[config.mk]
export PLATFORM = sky130hd
export DESIGN_NAME = bn_vec_packer
export DESIGN_NICKNAME = d
export VERILOG_FILES = /design/src/rtl/bn_vec_packer.sv
export SDC_FILE = /design/constraint.sdc
export NUM_CORES = 1
export LEC_CHECK = 0
export ABC_CLOCK_PERIOD_IN_PS = 2000
export CAP_MARGIN = 20
export CORE_UTILIZATION = 45
export DETAILED_ROUTE_END_ITERATION = 8
export HOLD_SLACK_MARGIN = 0.12
export PLACE_DENSITY = 0.72
export SLEW_MARGIN = 20
export SYNTH_ARGS = -nofsm -noshare
export SYNTH_HDL_FRONTEND = slang
export SYNTH_SLANG_ARGS = --single-unit
[constraint.sdc]
create_clock -name clk -period 2 [get_ports clk]
set_input_delay 0.4 -clock clk [delete_from_list [all_inputs] [get_ports clk]]
set_output_delay 0.4 -clock clk [all_outputs]
set_load 0.005 [all_outputs]
[src/rtl/bn_vec_packer.sv]
// Packs a stream of fp16 elements into size-wide vectors for the batch-norm array.
// One output holding register plus the fill register as a second buffer under backpressure.
module bn_vec_packer #(
  parameter int unsigned size       = 8,
  parameter int unsigned channel    = 2,
  localparam int unsigned DATA_WIDTH = 16
) (
  input  logic                         clk,
  input  logic                         reset,
  input  logic [DATA_WIDTH-1:0]        in_data,
  input  logic                         in_valid,
  input  logic                         in_last,
  output logic                         in_ready,
  output logic [0:DATA_WIDTH*size-1]   out_vec,
  output logic                         out_valid,
  input  logic                         out_ready,
  output logic                         out_padded,
  output logic [15:0]                  vec_count
);

  localparam int unsigned IdxW = (size > 1) ? $clog2(size) : 1;
  localparam int unsigned VecW = DATA_WIDTH * size;

  if (channel == 0 || (size % channel) != 0) begin : gen_bad_cfg
    $error("bn_vec_packer: size must be a non-zero multiple of channel");
  end

  typedef enum logic [0:0] {StFill, StHold} state_e;

  state_e                             state_q, state_d;
  logic [IdxW-1:0]                    idx_q, idx_d;
  logic [size-1:0][DATA_WIDTH-1:0]    fill_q, fill_d, fill_next;
  logic                               fill_pad_q, fill_pad_d;
  logic [0:VecW-1]                    out_vec_q, out_vec_d;
  logic                               out_valid_q, out_valid_d;
  logic                               out_padded_q, out_padded_d;
  logic [15:0]                        vec_count_q, vec_count_d;

  logic accept, at_end, complete, early, consume, hold_free;

  function automatic logic [0:VecW-1] pack_vec(input logic [size-1:0][DATA_WIDTH-1:0] v);
    logic [0:VecW-1] r;
    r = '0;
    for (int unsigned k = 0; k < size; k++) begin
      r[k*DATA_WIDTH +: DATA_WIDTH] = v[k];
    end
    return r;
  endfunction

  always_comb begin
    accept    = (state_q == StFill) && in_valid;
    at_end    = (idx_q == IdxW'(size - 1));
    complete  = accept && (at_end || in_last);
    early     = complete && !at_end;
    consume   = out_valid_q && out_ready;
    hold_free = !out_valid_q || out_ready;

    // Current element lands in slot idx; an early last zeroes every slot above it.
    for (int unsigned k = 0; k < size; k++) begin
      fill_next[k] = fill_q[k];
      if (IdxW'(k) == idx_q) begin
        fill_next[k] = in_data;
      end else if (early && (IdxW'(k) > idx_q)) begin
        fill_next[k] = '0;
      end
    end
  end

  always_comb begin
    state_d      = state_q;
    idx_d        = idx_q;
    fill_d       = fill_q;
    fill_pad_d   = fill_pad_q;
    out_vec_d    = out_vec_q;
    out_valid_d  = out_valid_q && !out_ready;
    out_padded_d = out_padded_q;
    vec_count_d  = vec_count_q + 16'(consume);

    unique case (state_q)
      StFill: begin
        if (accept) begin
          fill_d = fill_next;
          idx_d  = idx_q + IdxW'(1);
          if (complete) begin
            idx_d      = '0;
            fill_pad_d = early;
            if (hold_free) begin
              out_vec_d    = pack_vec(fill_next);
              out_padded_d = early;
              out_valid_d  = 1'b1;
            end else begin
              state_d = StHold;
            end
          end
        end
      end
      StHold: begin
        // out_valid is always set here, so out_ready alone means a handoff.
        if (out_ready) begin
          out_vec_d    = pack_vec(fill_q);
          out_padded_d = fill_pad_q;
          out_valid_d  = 1'b1;
          idx_d        = '0;
          state_d      = StFill;
        end
      end
      default: state_d = StFill;
    endcase
  end

  always_ff @(posedge clk or negedge reset) begin
    if (!reset) begin
      state_q      <= StFill;
      idx_q        <= '0;
      fill_q       <= '0;
      fill_pad_q   <= 1'b0;
      out_vec_q    <= '0;
      out_valid_q  <= 1'b0;
      out_padded_q <= 1'b0;
      vec_count_q  <= '0;
    end else begin
      state_q      <= state_d;
      idx_q        <= idx_d;
      fill_q       <= fill_d;
      fill_pad_q   <= fill_pad_d;
      out_vec_q    <= out_vec_d;
      out_valid_q  <= out_valid_d;
      out_padded_q <= out_padded_d;
      vec_count_q  <= vec_count_d;
    end
  end

  assign in_ready   = (state_q == StFill);
  assign out_vec    = out_vec_q;
  assign out_valid  = out_valid_q;
  assign out_padded = out_padded_q;
  assign vec_count  = vec_count_q;

endmodule
met1.png
Scale: 3 px per um. Supply wires on this layer in grey. Cells faint in the background.
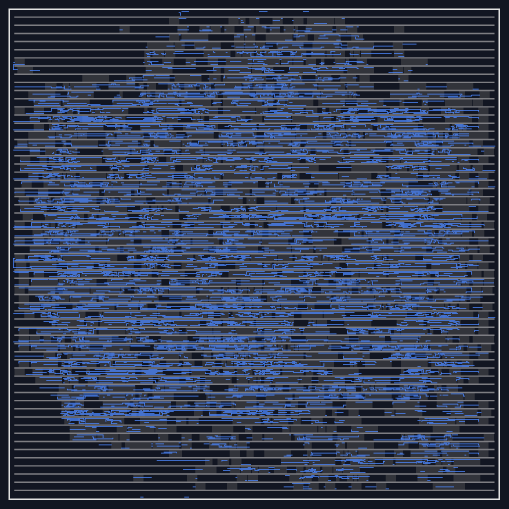
share of all routed wire: 39%
longest straight run: 45.5 um
nets with wire on the layer: 1167
main direction: horizontal

met2.png
Scale: 3 px per um.
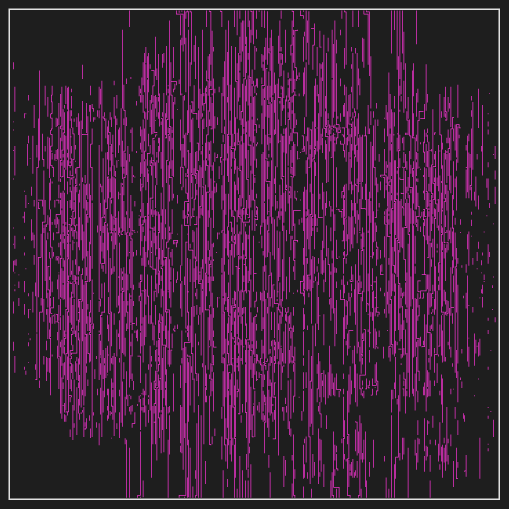
nets with wire on the layer: 1148
wire length on this layer: 18900 um
main direction: vertical
longest straight run: 85.7 um
share of all routed wire: 49%

met3.png
Scale: 4 px per um. Cells faint in the background.
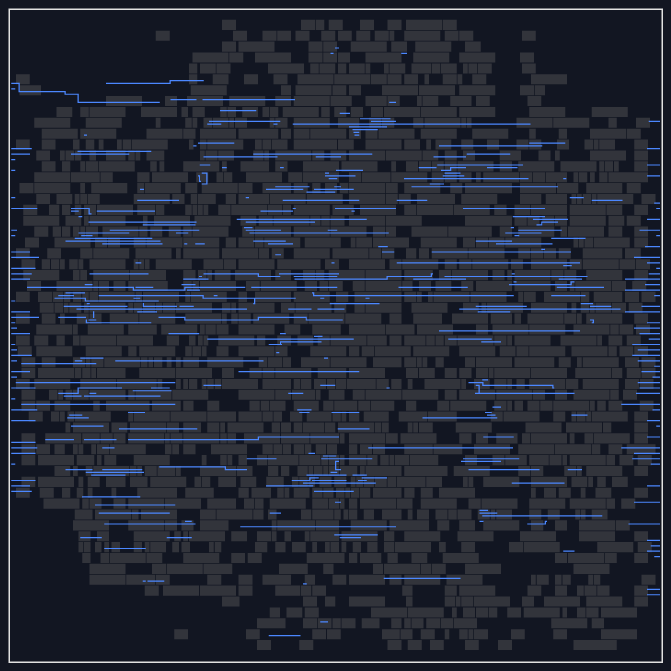
longest straight run: 59.1 um
main direction: horizontal
nets with wire on the layer: 242
Vias: 10100
final WL: 38600 um
M3 GR Usage: 3.51%

met4.png
Scale: 2 px per um. Supply wires on this layer in grey. Cells faint in the background.
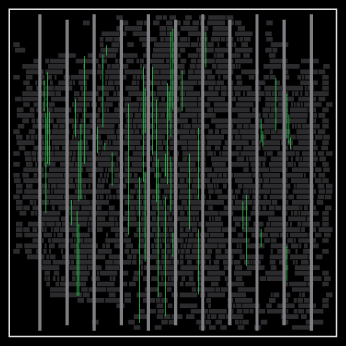
wire length on this layer: 1430 um
nets with wire on the layer: 30

final_congestion.png
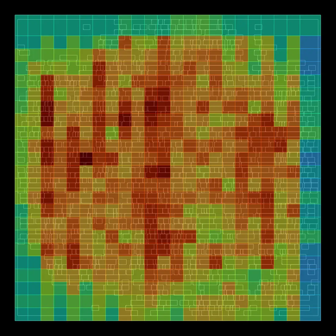
GRT Util Overall: 28.0%
GRT met1 Usage: 38.7%

==> run_results.csv <==
group,metric,value,unit
floorplan,die_area,26500,um^2
status,violations,"negative setup slack",
logic_synthesis,yosys.area_share.adder,0.645,%
logic_synthesis,ys.flops,279,
final_layout,logic_area,5040,um^2
critical_path,rr_startpoint,"idx_q[0]$_DFFE_PN0P_",
pwr,irDropWorstVdd,0.639,mV
critical_path,critPathBufInv,4,
floorplan,coreArea,25300,um^2
floorplan,fp_util,46.1,%
logic_synthesis,yosysWarnings,0,
critical_path,arrival,2.52,ns
logic_synthesis,top_cell,"dfrtp_1",
logic_synthesis,avgSynthCellArea,11.0,um^2
logic_synthesis,yosys.area_share.aoi,22.5,%
final_layout,antennaDiodeCount,0,
final_timing,min_period,2.11,ns
floorplan,die_x,163,um
final_timing,fmax,475,MHz
logic_synthesis,topCombFamilyByArea,"AND-OR/OR-AND gates",
clock_tree,h-tree-depth,1,
clock_tree,root_buffer,"clkbuf_16",
logic_synthesis,common_cells,"dfrtp_1, nor2_1, a22o_1, a221oi_1, nand2_1",
flow_run,cap_violations,0,
place,routabilityCongestion,0.806,
final_layout,final_util,67.6,%
route,top_layer_used,"met4",
clock_tree,clockBufferDepth,3,
global_routing,grt_antenna_before_repair,0,
critical_path,cp-start-kind,"flop",
final_layout,layout_top_cell,"dfrtp_1",
clock_tree,worstSkewPairLatency,0.55,ns
final_timing,period_used_share,105,%
critical_path,cp-end-kind,"flop",
clock_tree,cts_tree,"yes",
final_timing,fin_ws,-0.107,ns
critical_path,reg2regPathDepth,10,
place,port_buffers,167,
route,drt_iter0_drc,1100,
critical_path,r2r_end,"out_vec[16]$_DFFE_PN0P_",
final_timing,setup_viol,113,
floorplan,row_count,58,
critical_path,crit_fanout,8,
logic_synthesis,synthFlopType,"dfrtp_1",
logic_synthesis,yosysUniqueCellTypes,49,
pwr,powerDensity,1240,nW/um^2
logic_synthesis,syn_inst,1055,
logic_synthesis,synth.cell_area,11600,um^2
logic_synthesis,ys_cells,1055,
floorplan,io_pins,168,
status,run_status,"complete, but fails checks",
route,routedWlPerCell,23.6,um
-- metrics by stage --
stage / power, mW / cell area (um^2) / hold WS [ns] / instances
2_1_floorplan: 10.5 / 11700 / 0.104 / 1055
3_3_place_gp: 13.7 / 14300 / 0.367 / 1537
3_5_place_dp: 13.8 / 14300 / 0.367 / 1537
4_1_cts: 20.4 / 16200 / 0.385 / 1621
5_1_grt: 22.1 / 17100 / 0.402 / 1634
6_report: 21.3 / 17100 / 0.367 / 1634
-- layout make-up --
class / count / area share (%)
inverters: 19 / 0.418
clock inverters: 15 / 1.37
multi-input cells: 657 / 29.5
flip-flops and latches: 279 / 40.9
clock buffers: 37 / 4.78
well taps: 330 / 2.42
repair buffers: 297 / 20.6
-- worst max-delay path by stage --
stage                         startpoint                       end  slack [ns]  cells past startpoint
finish              idx_q[0]$_DFFE_PN0P_   out_vec[16]$_DFFE_PN0P_       -0.11                     10
global route        idx_q[0]$_DFFE_PN0P_   out_vec[59]$_DFFE_PN0P_       -0.17                      8
CTS                 idx_q[1]$_DFFE_PN0P_  out_vec[106]$_DFFE_PN0P_       -0.08                     10
detailed placement              in_valid   out_vec[10]$_DFFE_PN0P_       -0.46                      7
global placement                in_valid    fill_q[26]$_DFFE_PN0P_       -0.51                      5
floorplan           idx_q[0]$_DFFE_PN0P_    fill_q[85]$_DFFE_PN0P_     0.00007                      8
-- what timing repair did --
| action | CTS | global route |
|---|---|---|
| setup buffers | 17 | 4 |
| endpoints found under the hold margin | 49 | 0 |
| hold buffers | 1 | 0 |
| setup endpoints to repair | 177 | 209 |
| pin swaps | 13 | 15 |
| gates cloned | 15 | 11 |
| gates resized | 85 | 155 |
-- where the power goes --
part | internal, mW | switching [mW]
logic | 3.83 | 2.79
registers | 7.21 | 1.45
clock network | 3.64 | 2.32
Power and IR drop assume default switching activity.
